Fig. 1: run 1, wire density map
Scale: 2 px per um. 21 x 21 tiles, from black (low) to pale yellow (high), scaled to the fullest tile. Values are wire area over tile area, all layers added.
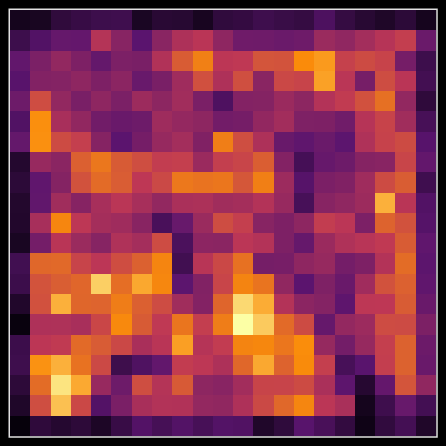
Fig. 2: run 1, clock wiring as the flow saved it
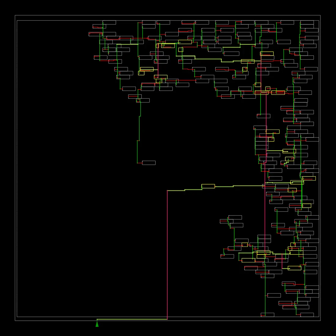
Fig. 3: run 1, register map, names as in the netlist
Scale: 2 px per um.
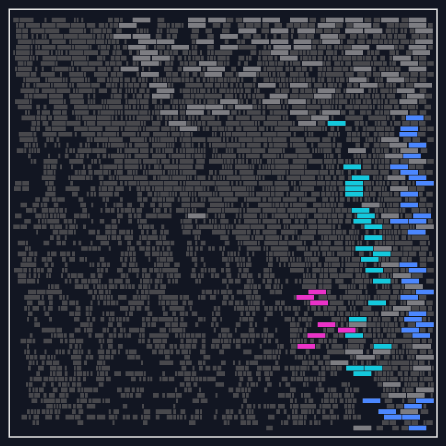
Fig. 4: run 1, signal wires on met3
Scale: 2 px per um.
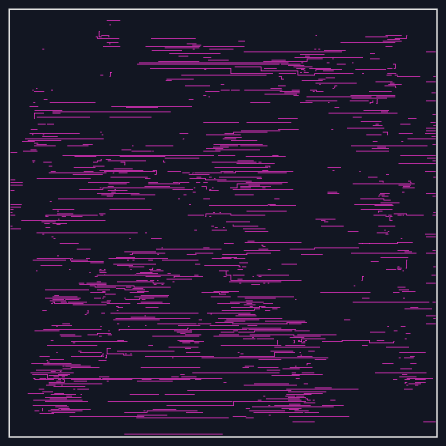
$ cat config.mk
export PLATFORM = sky130hd
export DESIGN_NAME = qpsk_demod
export DESIGN_NICKNAME = d
export VERILOG_FILES = /design/src/rtl/qpsk_demod.sv
export SDC_FILE = /design/constraint.sdc
export NUM_CORES = 1
export LEC_CHECK = 0
export CORE_MARGIN = 1
export CORE_UTILIZATION = 63
export DETAILED_ROUTE_END_ITERATION = 10
export HOLD_SLACK_MARGIN = 0.06
export PLACE_DENSITY = 0.81
export SYNTH_ARGS = -nofsm -noshare
export SYNTH_HDL_FRONTEND = slang
export SYNTH_SLANG_ARGS = --single-unit
$ cat constraint.sdc
create_clock -name Clk -period 15.25 [get_ports Clk]
set_input_delay 2.2875 -clock Clk [delete_from_list [all_inputs] [get_ports Clk]]
set_output_delay 2.2875 -clock Clk [all_outputs]
set_load 0.005 [all_outputs]
$ cat src/rtl/qpsk_demod.sv
`default_nettype none
// +--------------------------------------------------------------------------+
// | Module   : qpsk_demod                                                    |
// | Purpose  : Coherent QPSK correlator: multiplies each composite sample by |
// |            sine/cosine references, integrates over 100 samples and      |
// |            decides even/odd bits from the correlation signs.            |
// | Option   : QPSK_DEMOD_DEADZONE_EN enables the low-confidence dead zone. |
// | Revision : 1.0 - initial release                                         |
// +--------------------------------------------------------------------------+
module qpsk_demod #(
  parameter int DATA_W = 12,
  parameter int ACC_W  = 32,
  parameter int THRESH = 5000000
) (
  input  logic                     Clk,
  input  logic                     Rst_n,
  input  logic signed [DATA_W-1:0] data_in,
  input  logic                     in_valid,
  input  logic                     sym_start,
  output logic                     E_out,
  output logic                     O_out,
  output logic signed [ACC_W-1:0]  corr_i,
  output logic signed [ACC_W-1:0]  corr_q,
  output logic                     sym_valid,
  output logic                     resync,
  output logic                     low_conf
);

  localparam int         c_REF_W    = 11;
  localparam int         c_PROD_W   = DATA_W + c_REF_W;
  localparam logic [6:0] c_LAST_IDX = 7'd99;

  typedef enum logic [0:0] {
    ST_IDLE = 1'b0,
    ST_RUN  = 1'b1
  } state_t;

  if (ACC_W < 30 || THRESH < 0) begin : g_param_check
    $error("qpsk_demod: ACC_W must be >= 30 and THRESH must be non-negative");
  end

  // First quadrant of round(1000*sin(2*pi*m/100)), m = 0..25.
  function automatic logic signed [c_REF_W-1:0] quarter_sin(input logic [6:0] m);
    logic signed [c_REF_W-1:0] v;
    case (m)
      7'd0:    v = 11'sd0;
      7'd1:    v = 11'sd63;
      7'd2:    v = 11'sd125;
      7'd3:    v = 11'sd187;
      7'd4:    v = 11'sd249;
      7'd5:    v = 11'sd309;
      7'd6:    v = 11'sd368;
      7'd7:    v = 11'sd426;
      7'd8:    v = 11'sd482;
      7'd9:    v = 11'sd536;
      7'd10:   v = 11'sd588;
      7'd11:   v = 11'sd637;
      7'd12:   v = 11'sd685;
      7'd13:   v = 11'sd729;
      7'd14:   v = 11'sd771;
      7'd15:   v = 11'sd809;
      7'd16:   v = 11'sd844;
      7'd17:   v = 11'sd876;
      7'd18:   v = 11'sd905;
      7'd19:   v = 11'sd930;
      7'd20:   v = 11'sd951;
      7'd21:   v = 11'sd969;
      7'd22:   v = 11'sd982;
      7'd23:   v = 11'sd992;
      7'd24:   v = 11'sd998;
      7'd25:   v = 11'sd1000;
      default: v = 11'sd0;
    endcase
    return v;
  endfunction

  function automatic logic signed [c_REF_W-1:0] sin_ref(input logic [6:0] k);
    logic signed [c_REF_W-1:0] v;
    if (k <= 7'd25)      v = quarter_sin(k);
    else if (k <= 7'd50) v = quarter_sin(7'd50 - k);
    else if (k <= 7'd75) v = -quarter_sin(k - 7'd50);
    else                 v = -quarter_sin(7'd100 - k);
    return v;
  endfunction

  state_t                      r_state;
  logic [6:0]                  r_idx;
  logic signed [c_PROD_W-1:0]  r_p_i;
  logic signed [c_PROD_W-1:0]  r_p_q;
  logic                        r_s1_valid;
  logic                        r_s1_first;
  logic                        r_s1_last;
  logic signed [ACC_W-1:0]     r_acc_i;
  logic signed [ACC_W-1:0]     r_acc_q;
  logic                        r_fin;
  logic signed [ACC_W-1:0]     r_corr_i;
  logic signed [ACC_W-1:0]     r_corr_q;
  logic                        r_e_bit;
  logic                        r_o_bit;
  logic                        r_sym_valid;
  logic                        r_resync;

  logic                        w_accept;
  logic                        w_resync;
  logic [6:0]                  w_idx;
  logic [6:0]                  w_cidx;
  logic signed [c_REF_W-1:0]   w_sin;
  logic signed [c_REF_W-1:0]   w_cos;
  logic signed [ACC_W-1:0]     w_ext_i;
  logic signed [ACC_W-1:0]     w_ext_q;
  logic                        w_pos_i;
  logic                        w_pos_q;

  assign w_accept = in_valid && (r_state == ST_RUN || sym_start);
  assign w_resync = in_valid && sym_start && (r_state == ST_RUN) && (r_idx != 7'd0);
  assign w_idx    = sym_start ? 7'd0 : r_idx;
  // Cosine is the sine table advanced by a quarter period.
  assign w_cidx   = (w_idx < 7'd75) ? (w_idx + 7'd25) : (w_idx - 7'd75);
  assign w_sin    = sin_ref(w_idx);
  assign w_cos    = sin_ref(w_cidx);
  assign w_ext_i  = ACC_W'(r_p_i);
  assign w_ext_q  = ACC_W'(r_p_q);
  assign w_pos_i  = !r_acc_i[ACC_W-1] && (r_acc_i != '0);
  assign w_pos_q  = !r_acc_q[ACC_W-1] && (r_acc_q != '0);

`ifdef QPSK_DEMOD_DEADZONE_EN
  localparam logic [ACC_W-1:0] c_THRESH = ACC_W'(THRESH);
  logic             r_low_conf;
  logic [ACC_W-1:0] w_abs_i;
  logic [ACC_W-1:0] w_abs_q;
  logic             w_dz_i;
  logic             w_dz_q;
  assign w_abs_i  = r_acc_i[ACC_W-1] ? -r_acc_i : r_acc_i;
  assign w_abs_q  = r_acc_q[ACC_W-1] ? -r_acc_q : r_acc_q;
  assign w_dz_i   = w_abs_i < c_THRESH;
  assign w_dz_q   = w_abs_q < c_THRESH;
  assign low_conf = r_low_conf;
`else
  assign low_conf = 1'b0;
`endif

  always_ff @(posedge Clk or negedge Rst_n) begin
    if (!Rst_n) begin
      r_state     <= ST_IDLE;
      r_idx       <= '0;
      r_p_i       <= '0;
      r_p_q       <= '0;
      r_s1_valid  <= 1'b0;
      r_s1_first  <= 1'b0;
      r_s1_last   <= 1'b0;
      r_acc_i     <= '0;
      r_acc_q     <= '0;
      r_fin       <= 1'b0;
      r_corr_i    <= '0;
      r_corr_q    <= '0;
      r_e_bit     <= 1'b0;
      r_o_bit     <= 1'b0;
      r_sym_valid <= 1'b0;
      r_resync    <= 1'b0;
`ifdef QPSK_DEMOD_DEADZONE_EN
      r_low_conf  <= 1'b0;
`endif
    end else begin
      r_s1_valid  <= 1'b0;
      r_fin       <= 1'b0;
      r_sym_valid <= 1'b0;
      r_resync    <= 1'b0;

      if (w_accept) begin
        r_state    <= ST_RUN;
        r_idx      <= (w_idx == c_LAST_IDX) ? 7'd0 : (w_idx + 7'd1);
        r_p_i      <= c_PROD_W'(data_in) * c_PROD_W'(w_sin);
        r_p_q      <= c_PROD_W'(data_in) * c_PROD_W'(w_cos);
        r_s1_valid <= 1'b1;
        r_s1_first <= (w_idx == 7'd0);
        r_s1_last  <= (w_idx == c_LAST_IDX);
        r_resync   <= w_resync;
      end

      // A resync restarts at index 0, so the first flag drops the partial sums.
      if (r_s1_valid) begin
        r_acc_i <= r_s1_first ? w_ext_i : (r_acc_i + w_ext_i);
        r_acc_q <= r_s1_first ? w_ext_q : (r_acc_q + w_ext_q);
        r_fin   <= r_s1_last;
      end

      if (r_fin) begin
        r_corr_i    <= r_acc_i;
        r_corr_q    <= r_acc_q;
        r_sym_valid <= 1'b1;
`ifdef QPSK_DEMOD_DEADZONE_EN
        r_low_conf  <= w_dz_i || w_dz_q;
        if (!w_dz_i) r_e_bit <= w_pos_i;
        if (!w_dz_q) r_o_bit <= w_pos_q;
`else
        r_e_bit     <= w_pos_i;
        r_o_bit     <= w_pos_q;
`endif
      end
    end
  end

  assign E_out     = r_e_bit;
  assign O_out     = r_o_bit;
  assign corr_i    = r_corr_i;
  assign corr_q    = r_corr_q;
  assign sym_valid = r_sym_valid;
  assign resync    = r_resync;

endmodule
`default_nettype wire

==> results.sh, run 1 <==
# yosys + openroad results
export IMPL_cts_tree="yes"
export IMPL_avgRoutedWirePerCell_um=22.4
export IMPL_ys_seq_share_pct=16.9
export IMPL_nets=3837
export IMPL_worst_r2r_endpoint="r_p_q[21]$_DFFE_PN0P_"
export IMPL_core_um2=43600
export IMPL_die_area_um2=45400
export IMPL_final_max_slew_violation_count=0
export IMPL_crit_path_max_incr_delay_ns=1.05
export IMPL_port_buffers=83
export IMPL_synth_flops=190
export IMPL_reg2reg_from="r_idx[2]$_DFFE_PN0P_"
export IMPL_crit_path_end_kind="flop"
export IMPL_clk_insertion_delay_late_ns=0.46
export IMPL_cp_depth=38
export IMPL_r2r_slack_ns=3.44
export IMPL_n_antenna_cell=0
export IMPL_area_delta_synth_final_pct=6.50
export IMPL_flop_cell="dfrtp_1"
export IMPL_grt_max_degree=111
export IMPL_htree_levels=4
export IMPL_hold_violations=0
export IMPL_cp_top_family="adder cells"
export IMPL_critPathArrivalTime_ns=14.35
export IMPL_gp_congestion=0.995
export IMPL_routed_wirelength_mm=88.6
export IMPL_min_to="r_fin$_DFF_PN0_"
export IMPL_grt_pass1_wl_mm=141
export IMPL_crit_required_ns=15.57
export IMPL_relSlewSlack_pct=6.73
export IMPL_dp_hpwl_mm=65.8
export IMPL_crit_fanout=44
export IMPL_period_used_pct=92.0
export IMPL_vias=26500
export IMPL_grt_setup_unrepaired="no"
export IMPL_tightest_slew_ns=1.40
export IMPL_pre_cts_slack_ns=1.07
export IMPL_drive_gt1_share_pct=7.49
export IMPL_setup_slack_ns=1.22
export IMPL_path_buffers=8
export IMPL_first_iter_violations=3437
export IMPL_antenna_found_initial=0
export IMPL_fp_nets=3877
export IMPL_edf_count=0
export IMPL_worstSetupPathType="in2reg"
export IMPL_drc=0
export IMPL_die_w_um=213
export IMPL_drt_pass1_iter_count=6
export IMPL_yosysWarnings=0
export IMPL_gr_total_overflow=0
export IMPL_reg2reg_depth=36
export IMPL_whs_path_depth=1
export IMPL_via_per_inst=6.68
export IMPL_ant_nets=0
export IMPL_synthCells=3405
export IMPL_cts_buffer_depth=2
export IMPL_synthArstFlopShare_pct=100
export IMPL_ys_types=112
export IMPL_cts_root_buf="clkbuf_16"
export IMPL_post_cts_setup_buffers=0
export IMPL_dieHeight_um=213
export IMPL_hp_start="r_s1_last$_DFFE_PN0P_"
export IMPL_tns_ns=0
export IMPL_grt_pass1_vias=26600
export IMPL_track_usage_pct=39.5
export IMPL_warnings=55
export IMPL_lay_top_cells="inv_1 (346), nand2_1 (324), nor2_1 (283), fa_1 (256), a21oi_1 (246)"
export IMPL_hold_slack_ns=0.498
export IMPL_cp_start_kind="input port"
export IMPL_min_path_type="reg2reg"
export IMPL_syn_cell_area_um2=28100
export IMPL_avgSynthCellArea_um2=8.24
export IMPL_max_freq_mhz=71.3
export IMPL_status="finished, final reports clean"
export IMPL_cts_resized_gates=0
export IMPL_top_level_ports=85
export IMPL_rows=76
export IMPL_crit_slowest_cell="ha_1"
export IMPL_layout_top_cell="inv_1"
export IMPL_maxCapViolations=0
export IMPL_fp_util_pct=64.5
export IMPL_cts_hold_buf=0
export IMPL_yosys_cells=3405
export IMPL_period_needed_ns=14.03
export IMPL_skew_ns=0.0169
export IMPL_setup_violations_final=0
export IMPL_clk_pin_slew_ns=0.07
export IMPL_ys_chip_area_um2=28100
About Fig. 1:
densest ninth of the die = south
tiles over half the peak = 33%
fullest tile = 0.79
emptiest ninth of the die = north-west

About Fig. 2:
CTS buffer count: 17
TritonCTS Sinks: 190

About Fig. 3:
`r_idx` -> magenta  # placed flops 7, where south-east
`corr_i` -> blue  # placed flops 32, where a vertical strip on the right
`r_p_i` -> cyan  # placed flops 23
Reg area: 4760 um2
sequential share of cell area: 15.9%
Final Util: 68.6%

About Fig. 4:
longest straight run = 75.4 um
main direction = horizontal

run 1: registers in the layout, summed over array words and instances, names as in the netlist, 7 cells and up:
name and cells:
r_p_i 23, corr_i 32, r_acc_q 32, corr_q 32, r_acc_i 32, r_p_q 23
r_idx 7
run 1: cell usage after synthesis (18+ instances only):
master / n / share of area, %
nor3_1: 69 / 1.2
buf_1: 20 / 0.27
and2_1: 54 / 1.2
nand4_1: 23 / 0.51
inv_1: 346 / 4.6
nor2b_1: 23 / 0.51
buf_2: 27 / 0.48
a31oi_1: 41 / 0.91
nand3b_1: 18 / 0.48
o211ai_1: 52 / 1.4
ha_1: 200 / 8.9
a211oi_1: 34 / 0.91
and3_1: 27 / 0.60
o21a_1: 30 / 0.80
mux2_2: 73 / 2.9
nand3_1: 80 / 1.4
nor2_1: 283 / 3.8
a21o_1: 43 / 1.2
a21oi_1: 246 / 4.4
a21boi_0: 18 / 0.48
dfrtp_1: 190 / 17
nor4_1: 37 / 0.82
o31ai_1: 20 / 0.53
a211o_1: 33 / 1.0
nand2b_1: 40 / 0.89
nand2_1: 324 / 4.3
xor2_1: 38 / 1.2
o21ai_0: 180 / 3.2
clkbuf_1: 149 / 2.0
mux2i_1: 39 / 1.4
xnor2_1: 78 / 2.4
o22ai_1: 18 / 0.40
fa_1: 256 / 18
run 1: cell families after synthesis:
logic type                 count (synthesis)  share of synthesized area, %
muxes                                    122                          5.08
and+or+nand+nor                         1045                          17.7
DFF                                      190                          16.9
adders and majority gates                459                          27.3
AOI/OAI and AO/OA                        904                          21.4
other                                      1                        0.0134
xor gates and xnor gates                 118                          3.74
buffers and inverters                    566                          7.93
run 1: through the flow:
step	cells	instance area, um2	util, %
floorplan	3405	28100	-
global placement	3931	29300	67.3
detailed placement	3931	29300	67.3
CTS	3963	29900	68.6
global route	3963	29900	68.6
finish	3963	29900	68.6
run 1: layout make-up:
class,count,area [um2]
Sequential cell,190,4760
Clock buffer,17,425
Inverter,356,1340
Multi-Input combinational cell,2649,21100
Clock inverter,15,169
Timing Repair Buffer,151,1350
Fill cell,3414,13700
Tap cell,585,732
run 1: how the worst max path moves through the flow:
stage,to,slack (ns),startpoint
after floorplan,r_p_q[20]$_DFFE_PN0P_,1.75,sym_start
after global placement,r_p_i[18]$_DFFE_PN0P_,1.28,sym_start
after detailed placement,r_p_i[18]$_DFFE_PN0P_,1.07,sym_start
after CTS,r_p_i[18]$_DFFE_PN0P_,1.55,sym_start
after global routing,r_p_i[18]$_DFFE_PN0P_,0.67,sym_start
final,r_p_i[18]$_DFFE_PN0P_,1.22,sym_start
run 1: per-layer routing:
| metal | vias up | global-route usage (%) | part of all wire [%] | routed length [um] |
|---|---|---|---|---|
| met5 | - | 0 | 0 | 0 |
| met2 | 1505 | 63.4 | 46 | 40900 |
| met3 | 329 | 7.56 | 9.3 | 8220 |
| met1 | 12900 | 50.8 | 40 | 35100 |
| li1 | 11800 | - | - | - |
| met4 | 0 | 19.9 | 5.0 | 4390 |
--- run 2 (diff from run 1) ---
Settings changed: HOLD_SLACK_MARGIN 0.06 to 0.02.
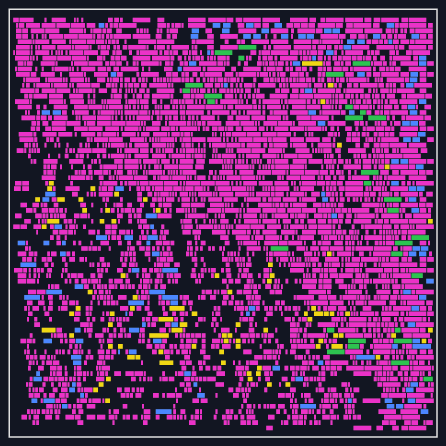
Fig. 5. Sizing map (run 2).
Scale: 2 px per um.
drive 3 to 4 -> yellow  # cells 85, share 2.5%
drive 6 and up -> green  # cells 30, share 0.89%
drive 1 or less -> magenta  # cells 3125, share 93%
drive 2 -> blue  # cells 138, share 4.1%
final instance area: 29900 um2
Non-clock buffers: 151

==> run 2 against run 1 <==
Fmax unchanged. Count of clock-buffer cells in the layout unchanged. Critical path type unchanged. Highest routed layer unchanged. Clock skew unchanged. Largest cell class unchanged. Worst setup slack unchanged. Critical endpoint unchanged.
==> results.sh, run 2 <==
# yosys + openroad results
export IMPL_status="finished, final reports clean"
export IMPL_track_usage_pct=39.5
export IMPL_area_delta_synth_final_pct=6.50
export IMPL_nets=3837
export IMPL_ant_nets=0
export IMPL_worstSetupPathType="in2reg"
export IMPL_combGateArea_um2=21100
export IMPL_skew_ns=0.0169
export IMPL_gr_total_overflow=0
export IMPL_fillers=3414
export IMPL_die_w_um=213
export IMPL_yosys_cells=3405
export IMPL_min_path_type="reg2reg"
export IMPL_grt_setup_unrepaired="no"
export IMPL_min_to="r_fin$_DFF_PN0_"
export IMPL_reg2reg_depth=36
export IMPL_crit_fanout=44
export IMPL_cts_tree="yes"
export IMPL_reg2reg_from="r_idx[2]$_DFFE_PN0P_"
export IMPL_dp_cells=3931
export IMPL_whs_path_depth=1
export IMPL_ys_seq_share_pct=16.9
export IMPL_clk_insertion_delay_late_ns=0.46
export IMPL_cts_sinks=190
export IMPL_edf_count=0
export IMPL_period_needed_ns=14.03
export IMPL_worst_r2r_endpoint="r_p_q[21]$_DFFE_PN0P_"
export IMPL_dieHeight_um=213
export IMPL_cts_resized_gates=0
export IMPL_final_max_slew_violation_count=0
export IMPL_critPathArrivalTime_ns=14.35
export IMPL_antenna_found_initial=0
export IMPL_crit_required_ns=15.57
export IMPL_grt_max_degree=111
export IMPL_ys_types=112
export IMPL_via_per_inst=6.68
export IMPL_setup_violations_final=0
export IMPL_post_cts_setup_buffers=0
export IMPL_yosysWarnings=0
export IMPL_drc=0
export IMPL_core_um2=43600
export IMPL_first_iter_violations=3437
export IMPL_lay_top_cells="inv_1 (346), nand2_1 (324), nor2_1 (283), fa_1 (256), a21oi_1 (246)"
export IMPL_port_buffers=83
export IMPL_grt_pass1_vias=26600
export IMPL_layout_top_cell="inv_1"
export IMPL_tightest_slew_ns=1.40
export IMPL_fp_nets=3877
export IMPL_synthCells=3405
export IMPL_dp_hpwl_mm=65.8
export IMPL_gp_congestion=0.995
export IMPL_crit_path_max_incr_delay_ns=1.05
export IMPL_hold_violations=0
export IMPL_numCtsBuffers=17
export IMPL_ys_chip_area_um2=28100
export IMPL_htree_levels=4
export IMPL_drt_pass1_iter_count=6
export IMPL_r2r_slack_ns=3.44
export IMPL_maxCapViolations=0
export IMPL_max_freq_mhz=71.3
export IMPL_hp_start="r_s1_last$_DFFE_PN0P_"
export IMPL_cts_buffer_depth=2
export IMPL_final_util_pct=68.6
export IMPL_tns_ns=0
export IMPL_final_instance_count_excl_fill=3963
export IMPL_crit_path_end_kind="flop"
export IMPL_cts_root_buf="clkbuf_16"
export IMPL_avgSynthCellArea_um2=8.24
export IMPL_die_area_um2=45400
export IMPL_rows=76
export IMPL_common_cells="inv_1 (346), nand2_1 (324), nor2_1 (283)"
export IMPL_relSlewSlack_pct=6.73
export IMPL_vias=26500
export IMPL_grt_pass1_wl_mm=141
export IMPL_routed_wirelength_mm=88.6
export IMPL_area_leaders="fa_1 (18%), dfrtp_1 (17%), ha_1 (8.9%), inv_1 (4.6%), a21oi_1 (4.4%)"
export IMPL_syn_cell_area_um2=28100
export IMPL_regArea_um2=4760
export IMPL_cp_start_kind="input port"
export IMPL_yosys_cell_count_top_type="inv_1"
export IMPL_drive_gt1_share_pct=7.49
export IMPL_synth_area_leader_cell="fa_1"
export IMPL_clk_pin_slew_ns=0.07
export IMPL_flop_cell="dfrtp_1"
export IMPL_period_used_pct=92.0
export IMPL_n_antenna_cell=0
export IMPL_fp_util_pct=64.5
export IMPL_crit_slowest_cell="ha_1"
export IMPL_cts_hold_buf=0
export IMPL_top_level_ports=85
export IMPL_synth_flops=190
export IMPL_avgRoutedWirePerCell_um=22.4
export IMPL_warnings=55
export IMPL_top_area_share_pct=18.3
export IMPL_synthArstFlopShare_pct=100
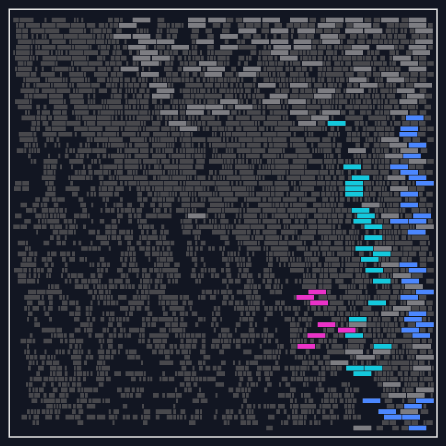
Fig. 6. Register map, names as in the netlist (run 2).
Scale: 2 px per um.
`corr_i` -> blue  # placed flops 32, where a vertical strip on the right
`r_p_i` -> cyan  # placed flops 23
`r_idx` -> magenta  # placed flops 7, where south-east
not coloured = 128

==> run 2: layout make-up <==
type / count / share of cell area (%)
well taps: 585 / 2.45
clock inverters: 15 / 0.565
clock buffers: 17 / 1.42
multi-input cells: 2649 / 70.7
repair buffers: 151 / 4.50
flip-flops and latches: 190 / 15.9
inverters: 356 / 4.48
==> run 2: worst max-delay path, delay by kind of cell <==
family,cells,cell delay (ns)
buffers and inverters,8,2.45
XOR/XNOR,1,0.20
AND/OR/NAND/NOR,5,0.91
AND-OR/OR-AND,15,3.67
adder cells (fa/ha/maj),9,4.79
==> run 2: layer usage <==
layer | part of all wire, % | wire length (um) | global-route usage (%)
met5 | 0 | 0 | 0
met4 | 5.0 | 4390 | 19.9
met3 | 9.3 | 8220 | 7.56
met2 | 46 | 40900 | 63.4
met1 | 40 | 35100 | 50.8
==> run 2: how the worst max path moves through the flow <==
stage	slack (ns)	cells after the start	from	to
after global placement	1.28	38	sym_start	r_p_i[18]$_DFFE_PN0P_
final	1.22	38	sym_start	r_p_i[18]$_DFFE_PN0P_
after global routing	0.67	38	sym_start	r_p_i[18]$_DFFE_PN0P_
after floorplan	1.75	51	sym_start	r_p_q[20]$_DFFE_PN0P_
after CTS	1.55	38	sym_start	r_p_i[18]$_DFFE_PN0P_
after detailed placement	1.07	38	sym_start	r_p_i[18]$_DFFE_PN0P_
==> run 2: cell families after synthesis <==
group / count (synthesis) / synth area share, %
buffers and inverters: 566 / 7.93
other: 1 / 0.0134
adder cells (fa/ha/maj): 459 / 27.3
XOR/XNOR: 118 / 3.74
AND-OR/OR-AND: 904 / 21.4
multiplexers: 122 / 5.08
flip-flops: 190 / 16.9
AND/OR/NAND/NOR: 1045 / 17.7
==> run 2: per-stage QoR <==
step | cell area [um2] | setup WS [ns] | hold slack [ns]
detailed placement | 29300 | 1.07 | 0.474
global placement | 29300 | 1.28 | 0.467
finish | 29900 | 1.22 | 0.498
CTS | 29900 | 1.55 | 0.498
global route | 29900 | 0.671 | 0.512
floorplan | 28100 | 1.75 | 0.389
